### src/rtl/fft_r2_stage_pipe_if.sv
// ---------------------------------------------------------------------------
// fft_r2_stage_pipe_if
// Bundles the streaming handshake, frame buses, per-beat control bits and
// the sticky saturation flag of one fft_r2_stage_pipe instance.
//   in_valid/in_ready/in_data/in_inv/in_scale : upstream beat and its controls
//   out_valid/out_ready/out_data              : downstream beat
//   sat_flag/sat_clr                          : sticky saturation status / clear
// master : the side that feeds frames in and drains results (upstream+downstream)
// slave  : the butterfly stage itself
// ---------------------------------------------------------------------------
interface fft_r2_stage_pipe_if #(
  parameter int DW  = 16,
  parameter int NPT = 16
) ();
  logic                  in_valid;
  logic                  in_ready;
  logic [NPT*2*DW-1:0]   in_data;
  logic                  in_inv;
  logic                  in_scale;
  logic                  out_valid;
  logic                  out_ready;
  logic [NPT*2*DW-1:0]   out_data;
  logic                  sat_flag;
  logic                  sat_clr;

  modport master (
    output in_valid, in_data, in_inv, in_scale, out_ready, sat_clr,
    input  in_ready, out_valid, out_data, sat_flag
  );

  modport slave (
    input  in_valid, in_data, in_inv, in_scale, out_ready, sat_clr,
    output in_ready, out_valid, out_data, sat_flag
  );
endinterface

### src/rtl/fft_r2_stage_pipe.sv
// ---------------------------------------------------------------------------
// fft_r2_stage_pipe
// One rank of radix-2 butterflies with trivial twiddles (1, -j / +j) over a
// full frame of NPT complex samples per beat, wrapped in an elastic
// valid/ready register chain of PIPE stages (1 or 2).
// Ports:
//   clk  : rising-edge clock
//   rst  : synchronous active-high reset (drops every in-flight beat)
//   bus  : fft_r2_stage_pipe_if.slave (handshakes, frames, inv/scale, sat flag)
// Parameters: DW component width, NPT samples per frame, SPAN butterfly
// distance (1 or 2), PIPE register stages (2 adds a raw input register).
// ---------------------------------------------------------------------------
module fft_r2_stage_pipe #(
  parameter int DW   = 16,
  parameter int NPT  = 16,
  parameter int SPAN = 2,
  parameter int PIPE = 1
) (
  input logic                clk,
  input logic                rst,
  fft_r2_stage_pipe_if.slave bus
);

  localparam int FW  = NPT * 2 * DW;   // frame width
  localparam int SW  = 2 * DW;         // one complex sample
  localparam int GRP = 2 * SPAN;       // samples per butterfly group
  localparam int EW  = DW + 2;         // headroom: sum/diff plus exact negation

  localparam logic signed [EW-1:0] RND_ONE = {{(EW-1){1'b0}}, 1'b1};
  localparam logic signed [EW-1:0] SAT_MAX = {3'b000, {(DW-1){1'b1}}};
  localparam logic signed [EW-1:0] SAT_MIN = {3'b111, {(DW-1){1'b0}}};

  // Sign-extend one component into the working width.
  function automatic logic signed [EW-1:0] sext(input logic [DW-1:0] v);
    return {{2{v[DW-1]}}, v};
  endfunction

  // Optional round-half-up halving, then clamp; returns {saturated, value}.
  function automatic logic [DW:0] scale_sat(input logic signed [EW-1:0] v,
                                            input logic              scale);
    logic signed [EW-1:0] t;
    logic [DW:0]          r;
    if (scale) begin
      t = (v + RND_ONE) >>> 1'b1;
    end else begin
      t = v;
    end
    if (t > SAT_MAX) begin
      r = {1'b1, SAT_MAX[DW-1:0]};
    end else if (t < SAT_MIN) begin
      r = {1'b1, SAT_MIN[DW-1:0]};
    end else begin
      r = {1'b0, t[DW-1:0]};
    end
    return r;
  endfunction

  // Beat presented to the arithmetic / output register
  logic          src_valid_s;
  logic [FW-1:0] src_data_s;
  logic          src_inv_s;
  logic          src_scale_s;
  logic          in_ready_s;

  logic [FW-1:0] res_data_s;
  logic          res_sat_s;

  logic          out_valid_q, out_valid_d;
  logic [FW-1:0] out_data_q,  out_data_d;
  logic          sat_q,       sat_d;
  logic          out_take_s;

  // Output register can accept: empty, or its beat is drained this cycle.
  assign out_take_s = ~out_valid_q | bus.out_ready;

  generate
    if (PIPE == 2) begin : g_in_reg
      logic          in_valid_q, in_valid_d;
      logic [FW-1:0] in_data_q,  in_data_d;
      logic          in_inv_q,   in_inv_d;
      logic          in_scale_q, in_scale_d;
      logic          in_load_s;

      assign in_ready_s = ~rst & (~in_valid_q | out_take_s);
      assign in_load_s  = bus.in_valid & in_ready_s;

      // Input register next state: refill when empty or handing off downstream.
      always_comb begin
        in_valid_d = in_valid_q;
        in_data_d  = in_data_q;
        in_inv_d   = in_inv_q;
        in_scale_d = in_scale_q;
        if (~in_valid_q | out_take_s) begin
          in_valid_d = in_load_s;
          if (in_load_s) begin
            in_data_d  = bus.in_data;
            in_inv_d   = bus.in_inv;
            in_scale_d = bus.in_scale;
          end else begin
            in_data_d  = in_data_q;
          end
        end else begin
          in_valid_d = in_valid_q;
        end
      end

      // Input register state.
      always_ff @(posedge clk) begin
        if (rst) begin
          in_valid_q <= 1'b0;
          in_data_q  <= '0;
          in_inv_q   <= 1'b0;
          in_scale_q <= 1'b0;
        end else begin
          in_valid_q <= in_valid_d;
          in_data_q  <= in_data_d;
          in_inv_q   <= in_inv_d;
          in_scale_q <= in_scale_d;
        end
      end

      assign src_valid_s = in_valid_q;
      assign src_data_s  = in_data_q;
      assign src_inv_s   = in_inv_q;
      assign src_scale_s = in_scale_q;
    end else begin : g_no_in_reg
      assign in_ready_s  = ~rst & out_take_s;
      assign src_valid_s = bus.in_valid;
      assign src_data_s  = bus.in_data;
      assign src_inv_s   = bus.in_inv;
      assign src_scale_s = bus.in_scale;
    end
  endgenerate

  // Butterfly rank: pair m maps to lower index i and partner i+SPAN.
  always_comb begin
    logic signed [EW-1:0] ar, ai, br, bi, sr, si, dr, di, tr, ti;
    logic [DW:0]          q;
    int                   i;
    int                   p;
    ar = '0; ai = '0; br = '0; bi = '0;
    sr = '0; si = '0; dr = '0; di = '0;
    tr = '0; ti = '0; q = '0; i = 0; p = 0;
    res_data_s = '0;
    res_sat_s  = 1'b0;
    for (int m = 0; m < NPT / 2; m++) begin
      i  = (m / SPAN) * GRP + (m % SPAN);
      p  = i + SPAN;
      ar = sext(src_data_s[SW*i+DW +: DW]);
      ai = sext(src_data_s[SW*i    +: DW]);
      br = sext(src_data_s[SW*p+DW +: DW]);
      bi = sext(src_data_s[SW*p    +: DW]);
      sr = ar + br;
      si = ai + bi;
      dr = ar - br;
      di = ai - bi;
      // Offset 0 passes the difference through; offset 1 rotates by -j or +j.
      if ((m % SPAN) == 32'sd0) begin
        tr = dr;
        ti = di;
      end else if (src_inv_s) begin
        tr = -di;
        ti = dr;
      end else begin
        tr = di;
        ti = -dr;
      end
      q = scale_sat(sr, src_scale_s);
      res_data_s[SW*i+DW +: DW] = q[DW-1:0];
      res_sat_s = res_sat_s | q[DW];
      q = scale_sat(si, src_scale_s);
      res_data_s[SW*i +: DW] = q[DW-1:0];
      res_sat_s = res_sat_s | q[DW];
      q = scale_sat(tr, src_scale_s);
      res_data_s[SW*p+DW +: DW] = q[DW-1:0];
      res_sat_s = res_sat_s | q[DW];
      q = scale_sat(ti, src_scale_s);
      res_data_s[SW*p +: DW] = q[DW-1:0];
      res_sat_s = res_sat_s | q[DW];
    end
  end

  // Output register and sticky flag next state; a clear loses to a same-cycle set.
  always_comb begin
    out_valid_d = out_valid_q;
    out_data_d  = out_data_q;
    sat_d       = sat_q & ~bus.sat_clr;
    if (out_take_s) begin
      out_valid_d = src_valid_s;
      if (src_valid_s) begin
        out_data_d = res_data_s;
        sat_d      = sat_d | res_sat_s;
      end else begin
        out_data_d = out_data_q;
      end
    end else begin
      out_valid_d = out_valid_q;
    end
  end

  // Output register state.
  always_ff @(posedge clk) begin
    if (rst) begin
      out_valid_q <= 1'b0;
      out_data_q  <= '0;
      sat_q       <= 1'b0;
    end else begin
      out_valid_q <= out_valid_d;
      out_data_q  <= out_data_d;
      sat_q       <= sat_d;
    end
  end

  assign bus.in_ready  = in_ready_s;
  assign bus.out_valid = out_valid_q;
  assign bus.out_data  = out_data_q;
  assign bus.sat_flag  = sat_q;

endmodule

### src/flat_wrapper.sv
// flat-port wrapper written by rule: the top's interface ports become plain ports
module fft_r2_stage_pipe_flat 
#(
  parameter int DW   = 16,
  parameter int NPT  = 16,
  parameter int SPAN = 2,
  parameter int PIPE = 1
)
  (clk, rst, bus_in_valid, bus_in_data, bus_in_inv, bus_in_scale, bus_out_ready, bus_sat_clr, bus_in_ready, bus_out_valid, bus_out_data, bus_sat_flag);
  fft_r2_stage_pipe_if #(.DW(DW), .NPT(NPT)) bus_i ();
  input logic clk;
  input logic rst;
  input wire logic [$bits(bus_i.in_valid)-1:0] bus_in_valid;
  input wire logic [$bits(bus_i.in_data)-1:0] bus_in_data;
  input wire logic [$bits(bus_i.in_inv)-1:0] bus_in_inv;
  input wire logic [$bits(bus_i.in_scale)-1:0] bus_in_scale;
  input wire logic [$bits(bus_i.out_ready)-1:0] bus_out_ready;
  input wire logic [$bits(bus_i.sat_clr)-1:0] bus_sat_clr;
  output wire logic [$bits(bus_i.in_ready)-1:0] bus_in_ready;
  output wire logic [$bits(bus_i.out_valid)-1:0] bus_out_valid;
  output wire logic [$bits(bus_i.out_data)-1:0] bus_out_data;
  output wire logic [$bits(bus_i.sat_flag)-1:0] bus_sat_flag;
  assign bus_i.in_valid = bus_in_valid;
  assign bus_i.in_data = bus_in_data;
  assign bus_i.in_inv = bus_in_inv;
  assign bus_i.in_scale = bus_in_scale;
  assign bus_i.out_ready = bus_out_ready;
  assign bus_i.sat_clr = bus_sat_clr;
  assign bus_in_ready = bus_i.in_ready;
  assign bus_out_valid = bus_i.out_valid;
  assign bus_out_data = bus_i.out_data;
  assign bus_sat_flag = bus_i.sat_flag;
  fft_r2_stage_pipe #(.DW(DW), .NPT(NPT), .SPAN(SPAN), .PIPE(PIPE)) u_core (.clk(clk), .rst(rst), .bus(bus_i));
endmodule
### config.mk
export PLATFORM = sky130hd
export DESIGN_NAME = fft_r2_stage_pipe_flat
export DESIGN_NICKNAME = d
export VERILOG_FILES = /design/src/rtl/fft_r2_stage_pipe_if.sv /design/src/rtl/fft_r2_stage_pipe.sv /design/src/flat_wrapper.sv
export SDC_FILE = /design/constraint.sdc
export NUM_CORES = 2
export LEC_CHECK = 0
export CORE_AREA = 2 2 405 407
export DETAILED_ROUTE_END_ITERATION = 7
export DIE_AREA = 0 0 407 409
export GPL_ROUTABILITY_DRIVEN = 0
export PLACE_DENSITY = 0.73
export SLEW_MARGIN = 20
export SYNTH_ARGS = -nofsm -noshare
export SYNTH_HDL_FRONTEND = slang
export SYNTH_SLANG_ARGS = --single-unit
### constraint.sdc
create_clock -name clk -period 9.16 [get_ports clk]
set_input_delay 2.748 -clock clk [delete_from_list [all_inputs] [get_ports clk]]
set_output_delay 2.748 -clock clk [all_outputs]
set_load 0.02 [all_outputs]
Figure 1. Cell placement.
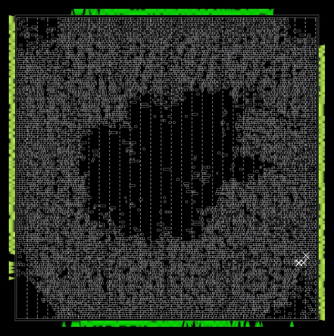
seq_cells: 514
Tap Count: 2175

==> CHANGELOG.md <==
## Implementation

* Adder Share, Synth at 0.115
* Switching Fraction at 0.454
* Minimum clock period after layout at 8.31 ns
* Antenna-violating nets left at 0
* Clock Sinks at 514
* # Cells Yosys at 9890
* Starting Density at 0.421
* CTS hold repair buffers at 0
* RSZ-0062 raised after global routing: false
* Cell Chain, Critical Path: clkdlybuf4s50_1 > inv_1 > ha_1 > inv_1 > fa_1 > a21o_1 > a221oi_2 > mux2_2 > or2_2 > nor4_1 > nor3b_1 > a31oi_1 > xnor2_2 > nand2_1 > nor4_1 > a211oi_1 > o21a_1 > or3b_1 > a211oi_1
* Post-synth ARST share at 0
* Peak per-stage delay on the critical path at 0.50 ns
* Drt drc at 21
* Yosys warnings at 0
* Max-slew violation count at 0
* Final critical-path share of the clock period at 0.907
* Commonest cells in the netlist: 1214 x nor2_1, 811 x a21oi_1, 779 x nand2_1
* Register share after synthesis at 0.151
* Final Instance Count excl. Fillers at 12748
* Violated checks: design-rule violations
* Sw Pwr at 5.79 mW
* Area Overhead vs Synth at 21.0%
* CTS H-tree lvls at 3
* Outcome: complete, but fails checks
* Combinational Power Share at 0.547
* Num CTS Buffers at 72
* Post-synth top area cell: dfxtp_1
* Xor/xnor share at 0.0769
* Postcts setup bufs at 0
* Leak at 32.3 nW
* Worst-path clk slew at 0.06 ns
* Synth mux share at 0.0156
* PortBufs at 1033
* Flop pwr share at 0.215
* Total GRT Usage at 0.320
* Worst VDD drop at 0.000147 V
* Tool warnings at 298
* FMAX at 0.120 GHz
* Insertion delay to the later sink of the worst-skew pair at 0.67 ns
* CP Data Arrival Time at 8.89 ns
* Final setup TNS at 0 ns
* Routed wire length at 283 mm
* Met2 routed WL at 119 mm
* Yosys top cell by instances: nor2_1
* Top routing layer in use: met5
Figure 2. Metal 2.
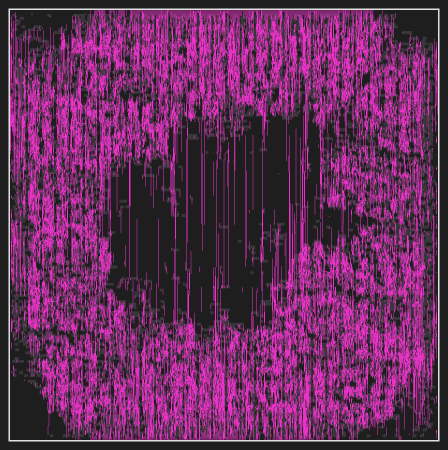
wire length on this layer = 119 mm
longest straight run = 142 µm
share of all routed wire = 42%
main direction = vertical
nets with wire on the layer = 9797

==> worst max-delay path: cells and delay by family <==
family / cells / cell delay (ns)
buffers and inverters: 3 / 0.58
xor gates and xnor gates: 1 / 0.47
AOI/OAI and AO/OA: 6 / 1.63
and+or+nand+nor: 6 / 2.42
muxes: 1 / 0.43
adders and majority gates: 2 / 0.60
==> through the flow <==
stage / utilization / hold slack [ns] / setup WS [ns] / area [µm²]
after CTS: 0.509 / 0.455 / 0.959 / 82400
after global placement: 0.493 / 0.440 / 0.383 / 79900
after floorplan: - / 0.530 / 1.56 / 68200
final: 0.509 / 0.455 / 0.851 / 82500
after detailed placement: 0.493 / 0.447 / 0.239 / 79900
after global routing: 0.509 / 0.476 / 0.440 / 82500
==> power by group through the flow <==
stage               Sequential (mW)  Clock, mW  Combinational [mW]
floorplan                      2.99          0                4.24
global placement               2.77          0                6.64
detailed placement             2.77          0                6.77
CTS                            2.73       3.09                6.82
global route                   2.75       3.17                7.54
finish                         2.74       3.04                6.96
==> cells in the final DEF, fill, tap and decap left out, types with 64 or more instances in the layout <==
cell and n:
nor2_1 1214, clkdlybuf4s50_1 1030, a21oi_1 807, nand2_1 778, o21ai_0 633, inv_1 562, ha_1 553, dfxtp_1 514
xnor2_1 440, a211oi_1 341, nor3_1 305, nand3_1 257, o211ai_1 177, xor2_1 145, nor2b_1 132, o22ai_1 130
a21o_1 128, nand2b_1 118, or3_1 111, o21a_1 107, o31ai_1 95, and2_1 94, and3_1 91, buf_4 88
nor4_1 86, nand4_1 86, a31oi_1 82, mux2i_1 76, clkbuf_16 75, a211o_1 72, a32oi_1 64
==> cell families after synthesis <==
kind of cell / Yosys count
and+or+nand+nor: 3586
AOI/OAI and AO/OA: 3316
buffers and inverters: 1165
adders and majority gates: 615
xor gates and xnor gates: 591
DFF: 514
muxes: 103
==> routing by layer <==
metal | global-route usage | vias to the layer above
met4 | 0.222 | 22
li1 | - | 37464
met2 | 0.480 | 4054
met3 | 0.0750 | 854
met5 | 0 | -
met1 | 0.402 | 37051
==> registers in the layout, indices dropped and copies added (netlist names) <==
signal / flops
u_core.bus.out_valid: 1
u_core.bus.sat_flag: 1
u_core.bus.out_data: 512
==> worst max path at each step <==
stage	startpoint	end	slack (ns)	depth (start not counted)
2_1_floorplan	bus_in_data[48]	u_core.bus.out_data[109]$_SDFFE_PP0P_	1.56	20
3_3_place_gp	bus_in_data[432]	u_core.bus.sat_flag$_SDFF_PP0_	0.38	19
3_5_place_dp	bus_in_data[432]	u_core.bus.sat_flag$_SDFF_PP0_	0.24	19
4_1_cts	bus_in_data[432]	u_core.bus.sat_flag$_SDFF_PP0_	0.96	19
5_1_grt	bus_in_data[48]	u_core.bus.out_data[99]$_SDFFE_PP0P_	0.44	19
6_report	bus_in_data[48]	u_core.bus.out_data[99]$_SDFFE_PP0P_	0.85	19
==> area by class of cell <==
class	instances	area, µm²
sequential	514	10300
multi-input combinational	8211	53600
clock inverter	38	472
tap	2175	2720
timing repair buffer	1129	11200
inverter	567	2140
clock buffer	92	2010
antenna	22	55.1
fill	15622	79500
No activity file was given, so power comes from the tool's default toggle rates.
